Figure 1. Met1 routing.
Cells faint in the background.
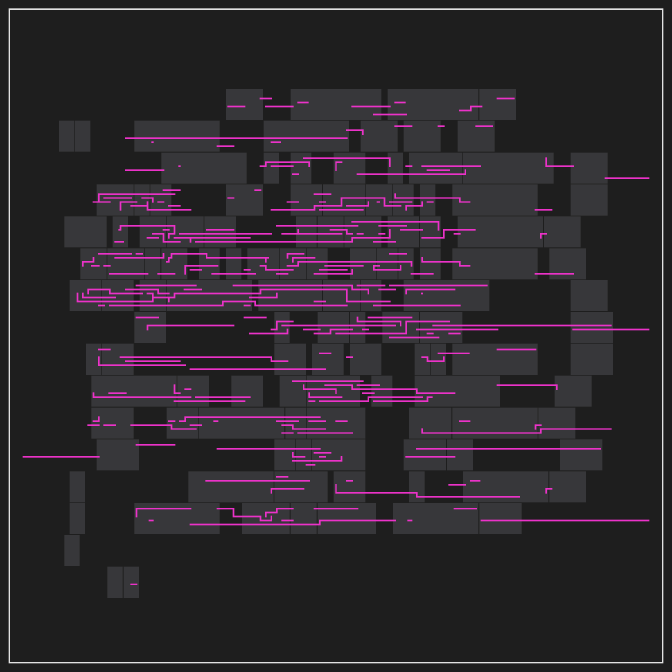
Figure 2. Metal 2.
Bar = 20 um.
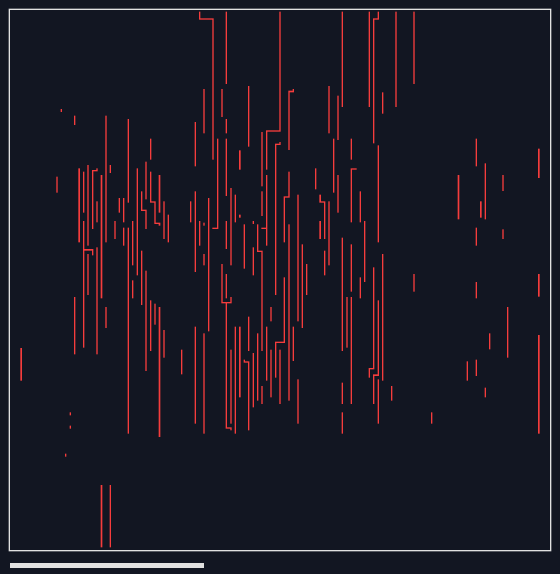
Figure 3. Met3 routing.
Bar = 20 um.
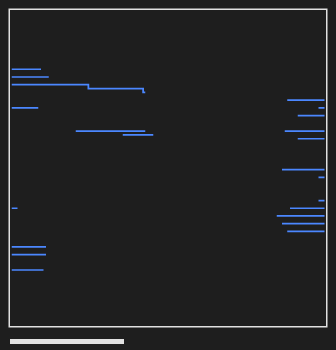
Figure 4. The clock network.
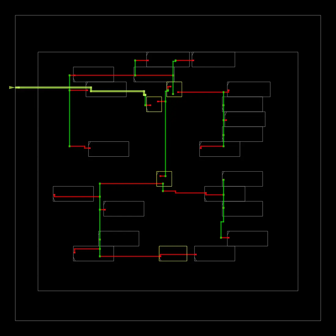
Figure 5. Wire density map.
Bar = 20 um. The die is cut into 11 by 11 equal tiles; dark purple is low, yellow is high, scaled to the fullest tile. Values are wire area over tile area, all layers added.
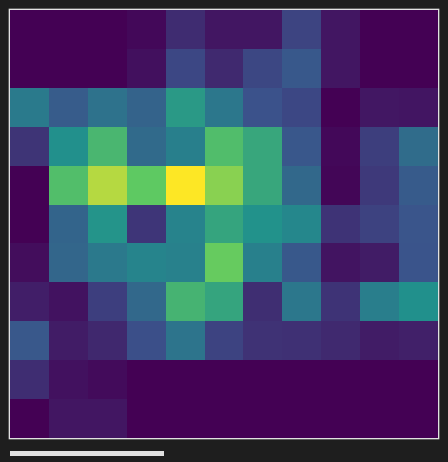
File: config.mk
export PLATFORM = sky130hd
export DESIGN_NAME = ccc_bcast_seq
export DESIGN_NICKNAME = d
export VERILOG_FILES = /design/src/rtl/ccc_pkg.sv /design/src/rtl/ccc_retry_ctr.sv /design/src/rtl/ccc_bcast_seq.sv
export SDC_FILE = /design/constraint.sdc
export NUM_CORES = 1
export LEC_CHECK = 0
export CORE_MARGIN = 4
export CORE_UTILIZATION = 39
export CTS_CLUSTER_SIZE = 14
export DETAILED_ROUTE_END_ITERATION = 12
export GPL_ROUTABILITY_DRIVEN = 0
export PLACE_DENSITY = 0.73
export SKIP_LAST_GASP = 1
export SLEW_MARGIN = 25
export SYNTH_ARGS = -nofsm -noshare
export SYNTH_HDL_FRONTEND = slang
export SYNTH_SLANG_ARGS = --single-unit
File: constraint.sdc
create_clock -name i_clk -period 1.5 [get_ports i_clk]
set_input_delay 0.45 -clock i_clk [delete_from_list [all_inputs] [get_ports i_clk]]
set_output_delay 0.45 -clock i_clk [all_outputs]
set_load 0.005 [all_outputs]
File: src/rtl/ccc_pkg.sv
// ccc_pkg
// Shared definitions for the broadcast-CCC sequencer:
//   - ccc_state_e : sequencer state encoding (3 bits, 3'b111 unused)
//   - TX_SERIAL / TX_PARITY : TX block mode codes
//   - RX_ARB / RX_ACK       : RX block mode codes
//   - ctr_width()           : retry counter width, never below 1 bit
package ccc_pkg;

  typedef enum logic [2:0] {
    ST_IDLE    = 3'd0,
    ST_BCAST   = 3'd1,
    ST_ACK     = 3'd2,
    ST_CCC     = 3'd3,
    ST_PAR     = 3'd4,
    ST_DEF     = 3'd5,
    ST_DEF_PAR = 3'd6
  } ccc_state_e;

  localparam logic [2:0] TX_SERIAL = 3'b001;
  localparam logic [2:0] TX_PARITY = 3'b011;
  localparam logic [2:0] RX_ARB    = 3'b010;
  localparam logic [2:0] RX_ACK    = 3'b000;

  // $clog2(1) is 0, so MAX_RETRY=0 would otherwise give a zero-width counter.
  function automatic int ctr_width(input int max_retry);
    return (max_retry > 0) ? $clog2(max_retry + 1) : 1;
  endfunction

endpackage

File: src/rtl/ccc_retry_ctr.sv
// ccc_retry_ctr
// Saturating retry counter for the broadcast NACK retry loop.
// Ports:
//   clk       in   system clock
//   srst      in   synchronous active-high reset (count -> 0)
//   clr       in   clear count to 0 (wins over inc)
//   inc       in   increment, holds at MAX_RETRY
//   exhausted out  count == MAX_RETRY (no retries left)
module ccc_retry_ctr
  import ccc_pkg::*;
#(
  parameter int MAX_RETRY = 2
) (
  input  logic clk,
  input  logic srst,
  input  logic clr,
  input  logic inc,
  output logic exhausted
);

  localparam int CW = ctr_width(MAX_RETRY);
  localparam logic [CW-1:0] CNT_MAX = CW'(MAX_RETRY);

  logic [CW-1:0] count_reg;

  always_ff @(posedge clk) begin
    if (srst || clr) begin
      count_reg <= '0;
    end else if (inc && (count_reg != CNT_MAX)) begin
      count_reg <= count_reg + 1'b1;
    end
  end

  assign exhausted = (count_reg == CNT_MAX);

endmodule

File: src/rtl/ccc_bcast_seq.sv
// ccc_bcast_seq
// Broadcast-CCC sequencer: drives TX/RX through broadcast address, ACK slot,
// CCC code + T-bit and (optionally) defining byte + T-bit, with a bounded
// re-broadcast on NACK. All outputs are registered.
//
// Optional feature macro: CCC_DEF_BYTE_EN
//   defined   -> i_def_sel / i_def_vld ports, DEF_BASE_ADDR parameter and
//                DEF / DEF_PAR states exist
//   undefined -> PAR always completes with o_done
//
// Ports:
//   i_clk, i_rst            clock, synchronous active-high reset
//   i_engine_en             start request (only looked at in IDLE)
//   i_ccc_sel               CCC index, captured at start
//   i_def_sel, i_def_vld    defining-byte index / request (macro only)
//   i_tx_mode_done          TX finished current mode (pulse)
//   i_rx_ack_nack           ACK slot result, 1 = NACK
//   o_regf_rd_en/o_regf_addr  register-file read strobe and address
//   o_tx_en/o_tx_mode       TX command strobe and mode
//   o_rx_en/o_rx_mode       RX command strobe and mode
//   o_busy                  high outside IDLE
//   o_done, o_nack_err      completion / NACK-exhausted pulses
module ccc_bcast_seq
  import ccc_pkg::*;
#(
  parameter int ADDR_W        = 10,
  parameter int BCAST_ADDR    = 46,
  parameter int CCC_BASE_ADDR = 48,
`ifdef CCC_DEF_BYTE_EN
  parameter int DEF_BASE_ADDR = 64,
`endif
  parameter int SEL_W         = 3,
  parameter int MAX_RETRY     = 2
) (
  input  logic              i_clk,
  input  logic              i_rst,
  input  logic              i_engine_en,
  input  logic [SEL_W-1:0]  i_ccc_sel,
`ifdef CCC_DEF_BYTE_EN
  input  logic [SEL_W-1:0]  i_def_sel,
  input  logic              i_def_vld,
`endif
  input  logic              i_tx_mode_done,
  input  logic              i_rx_ack_nack,
  output logic              o_regf_rd_en,
  output logic [ADDR_W-1:0] o_regf_addr,
  output logic              o_tx_en,
  output logic [2:0]        o_tx_mode,
  output logic              o_rx_en,
  output logic [2:0]        o_rx_mode,
  output logic              o_busy,
  output logic              o_done,
  output logic              o_nack_err
);

  ccc_state_e state_reg, state_next;

  logic [SEL_W-1:0] ccc_sel_reg, ccc_sel_next;
`ifdef CCC_DEF_BYTE_EN
  logic [SEL_W-1:0] def_sel_reg, def_sel_next;
  logic             def_vld_reg, def_vld_next;
`endif

  logic              regf_rd_en_reg, regf_rd_en_next;
  logic [ADDR_W-1:0] regf_addr_reg, regf_addr_next;
  logic              tx_en_reg, tx_en_next;
  logic [2:0]        tx_mode_reg, tx_mode_next;
  logic              rx_en_reg, rx_en_next;
  logic [2:0]        rx_mode_reg, rx_mode_next;
  logic              busy_reg, busy_next;
  logic              done_reg, done_next;
  logic              nack_err_reg, nack_err_next;

  logic retry_clr;
  logic retry_inc;
  logic retry_exhausted;
  logic bcast_cmd;

  ccc_retry_ctr #(
    .MAX_RETRY (MAX_RETRY)
  ) u_retry_ctr (
    .clk       (i_clk),
    .srst      (i_rst),
    .clr       (retry_clr),
    .inc       (retry_inc),
    .exhausted (retry_exhausted)
  );

  always_ff @(posedge i_clk) begin
    if (i_rst) begin
      state_reg      <= ST_IDLE;
      ccc_sel_reg    <= '0;
`ifdef CCC_DEF_BYTE_EN
      def_sel_reg    <= '0;
      def_vld_reg    <= 1'b0;
`endif
      regf_rd_en_reg <= 1'b0;
      regf_addr_reg  <= '0;
      tx_en_reg      <= 1'b0;
      tx_mode_reg    <= '0;
      rx_en_reg      <= 1'b0;
      rx_mode_reg    <= '0;
      busy_reg       <= 1'b0;
      done_reg       <= 1'b0;
      nack_err_reg   <= 1'b0;
    end else begin
      state_reg      <= state_next;
      ccc_sel_reg    <= ccc_sel_next;
`ifdef CCC_DEF_BYTE_EN
      def_sel_reg    <= def_sel_next;
      def_vld_reg    <= def_vld_next;
`endif
      regf_rd_en_reg <= regf_rd_en_next;
      regf_addr_reg  <= regf_addr_next;
      tx_en_reg      <= tx_en_next;
      tx_mode_reg    <= tx_mode_next;
      rx_en_reg      <= rx_en_next;
      rx_mode_reg    <= rx_mode_next;
      busy_reg       <= busy_next;
      done_reg       <= done_next;
      nack_err_reg   <= nack_err_next;
    end
  end

  always_comb begin
    state_next      = state_reg;
    ccc_sel_next    = ccc_sel_reg;
`ifdef CCC_DEF_BYTE_EN
    def_sel_next    = def_sel_reg;
    def_vld_next    = def_vld_reg;
`endif
    regf_rd_en_next = 1'b0;
    regf_addr_next  = '0;
    tx_en_next      = 1'b0;
    tx_mode_next    = '0;
    rx_en_next      = 1'b0;
    rx_mode_next    = '0;
    done_next       = 1'b0;
    nack_err_next   = 1'b0;
    retry_clr       = 1'b0;
    retry_inc       = 1'b0;
    bcast_cmd       = 1'b0;

    case (state_reg)
      ST_IDLE: begin
        if (i_engine_en) begin
          ccc_sel_next = i_ccc_sel;
`ifdef CCC_DEF_BYTE_EN
          def_sel_next = i_def_sel;
          def_vld_next = i_def_vld;
`endif
          retry_clr    = 1'b1;
          bcast_cmd    = 1'b1;
          state_next   = ST_BCAST;
        end
      end

      ST_BCAST: begin
        if (i_tx_mode_done) begin
          rx_en_next   = 1'b1;
          rx_mode_next = RX_ACK;
          state_next   = ST_ACK;
        end
      end

      // The ACK slot result is taken on the single cycle spent here.
      ST_ACK: begin
        if (!i_rx_ack_nack) begin
          regf_rd_en_next = 1'b1;
          regf_addr_next  = ADDR_W'(CCC_BASE_ADDR) + ADDR_W'(ccc_sel_reg);
          tx_en_next      = 1'b1;
          tx_mode_next    = TX_SERIAL;
          state_next      = ST_CCC;
        end else if (!retry_exhausted) begin
          retry_inc  = 1'b1;
          bcast_cmd  = 1'b1;
          state_next = ST_BCAST;
        end else begin
          nack_err_next = 1'b1;
          state_next    = ST_IDLE;
        end
      end

      ST_CCC: begin
        if (i_tx_mode_done) begin
          tx_en_next   = 1'b1;
          tx_mode_next = TX_PARITY;
          state_next   = ST_PAR;
        end
      end

      ST_PAR: begin
        if (i_tx_mode_done) begin
`ifdef CCC_DEF_BYTE_EN
          if (def_vld_reg) begin
            regf_rd_en_next = 1'b1;
            regf_addr_next  = ADDR_W'(DEF_BASE_ADDR) + ADDR_W'(def_sel_reg);
            tx_en_next      = 1'b1;
            tx_mode_next    = TX_SERIAL;
            state_next      = ST_DEF;
          end else begin
            done_next  = 1'b1;
            state_next = ST_IDLE;
          end
`else
          done_next  = 1'b1;
          state_next = ST_IDLE;
`endif
        end
      end

`ifdef CCC_DEF_BYTE_EN
      ST_DEF: begin
        if (i_tx_mode_done) begin
          tx_en_next   = 1'b1;
          tx_mode_next = TX_PARITY;
          state_next   = ST_DEF_PAR;
        end
      end

      ST_DEF_PAR: begin
        if (i_tx_mode_done) begin
          done_next  = 1'b1;
          state_next = ST_IDLE;
        end
      end
`endif

      // Unused encodings (and DEF states when the feature is compiled out)
      // fall back to IDLE with every command left at its 0 default.
      default: begin
        state_next = ST_IDLE;
      end
    endcase

    // Broadcast entry is issued both from IDLE and from a NACK retry.
    if (bcast_cmd) begin
      rx_en_next      = 1'b1;
      rx_mode_next    = RX_ARB;
      regf_rd_en_next = 1'b1;
      regf_addr_next  = ADDR_W'(BCAST_ADDR);
      tx_en_next      = 1'b1;
      tx_mode_next    = TX_SERIAL;
    end

    busy_next = (state_next != ST_IDLE);
  end

  assign o_regf_rd_en = regf_rd_en_reg;
  assign o_regf_addr  = regf_addr_reg;
  assign o_tx_en      = tx_en_reg;
  assign o_tx_mode    = tx_mode_reg;
  assign o_rx_en      = rx_en_reg;
  assign o_rx_mode    = rx_mode_reg;
  assign o_busy       = busy_reg;
  assign o_done       = done_reg;
  assign o_nack_err   = nack_err_reg;

endmodule

==> summary.txt <==
flow finished, numbers: Port Buf Inserts 22, Max Clock Skew 0.00585 ns, final core occ 56.8%, FP Core Util 43.0%, non-filler cells, final 149, number of enable flip-flop cells 0, met2 routed WL 830 um, Compound-Gate Fraction of Synth Area 12.3%, FF+latch count, synth 20, post-route cell area 1170 um^2, adder share 1.41%, Yosys cell types 31, Tool Warnings 27, Worst Path Max Fanout 6, status finished clean, GRT Total Usage 11.7%, pin count of the biggest net entering global routing 15, Arr. time, crit path 1.65 ns, remaining global-route overflow 0, Tmin final 1.42 ns, Synth logic family simple AND/OR/NAND/NOR gates, XOR Share, Synth 0%, max frequency 702 MHz, Worst Hold Class flip-flop to flip-flop, switching share of power 23.6%, DR top layer met3, crit share post-route 95.0%, Power per Cell Area 893 nW/um^2, Hold Crit Depth 1, r2r setup slk 0.08 ns, Slew Viols, Final 0, initial drt markers 14, Crit. End Element flip-flop, Post-Synthesis Cell Area 886 um^2, # rows 16, Ports 30, Max rail drop VDD 476 uV, CP Capture Point u_retry_ctr.count_reg[0]$_SDFFE_PP0P_, Synth Instances 96, Final WS setup 0.0750 ns, worst r2r dst u_retry_ctr.count_reg[0]$_SDFFE_PP0P_, CTS H-tree depth 1, leak pwr 0.532 nW, WHS Endpoint o_regf_addr[0]$_SDFF_PP0_, main flop type dfxtp_1, setup TNS 0 ns, GRT Max-Usage Layer met2, mux share of post-synthesis cell area 4.52%, Startpoint Class flip-flop
-- Figure 1 (at the start) --
nets with wire on the layer: 112
wire length on this layer: 802 um
longest straight run: 18.9 um
main direction: horizontal
share of all routed wire: 45%
M1 GR Usage: 14.3%
Post-Route WL: 1770 um
Vias: 714

-- Figure 2 (at the start) --
longest straight run: 21.1 um
main direction: vertical
nets with wire on the layer: 109
wire length on this layer: 831 um
share of all routed wire: 47%
routing usage on met2: 19.4%

-- Figure 3 (at the start) --
longest straight run: 13.3 um
main direction: horizontal
wire length on this layer: 133 um
met3 usage: 3.48%

-- Figure 4 (at the start) --
clock sinks: 20
total CTS buffers: 3

-- Figure 5 (at the start) --
densest ninth of the die: center
nearly empty tiles: 26%
mean over tiles: 0.091
tiles over half the peak: 13%

-- power by group through the flow --
stage	clock, W	sequential [W]	combinational [W]
final	0.000302	0.000568	0.000176
after global routing	0.000340	0.000571	0.000195
after CTS	0.000311	0.000569	0.000174
after detailed placement	0	0.000581	0.000187
after global placement	0	0.000579	0.000183
after floorplan	0	0.000582	0.000110
-- critical path, cell delays in order (launching register included) --
cell and delay [ns]:
dfxtp_1 0.35, or3b_4 0.41, or3_1 0.37, a211oi_2 0.22
-- final cells by class --
| type | count | area (um^2) |
|---|---|---|
| fillers | 202 | 891 |
| multi-input cells | 64 | 409 |
| flip-flops and latches | 20 | 404 |
| repair buffers | 32 | 280 |
| clock buffers | 4 | 36.3 |
| well taps | 27 | 33.8 |
| inverters | 2 | 7.51 |
Power is estimated from default activity; no workload was simulated.
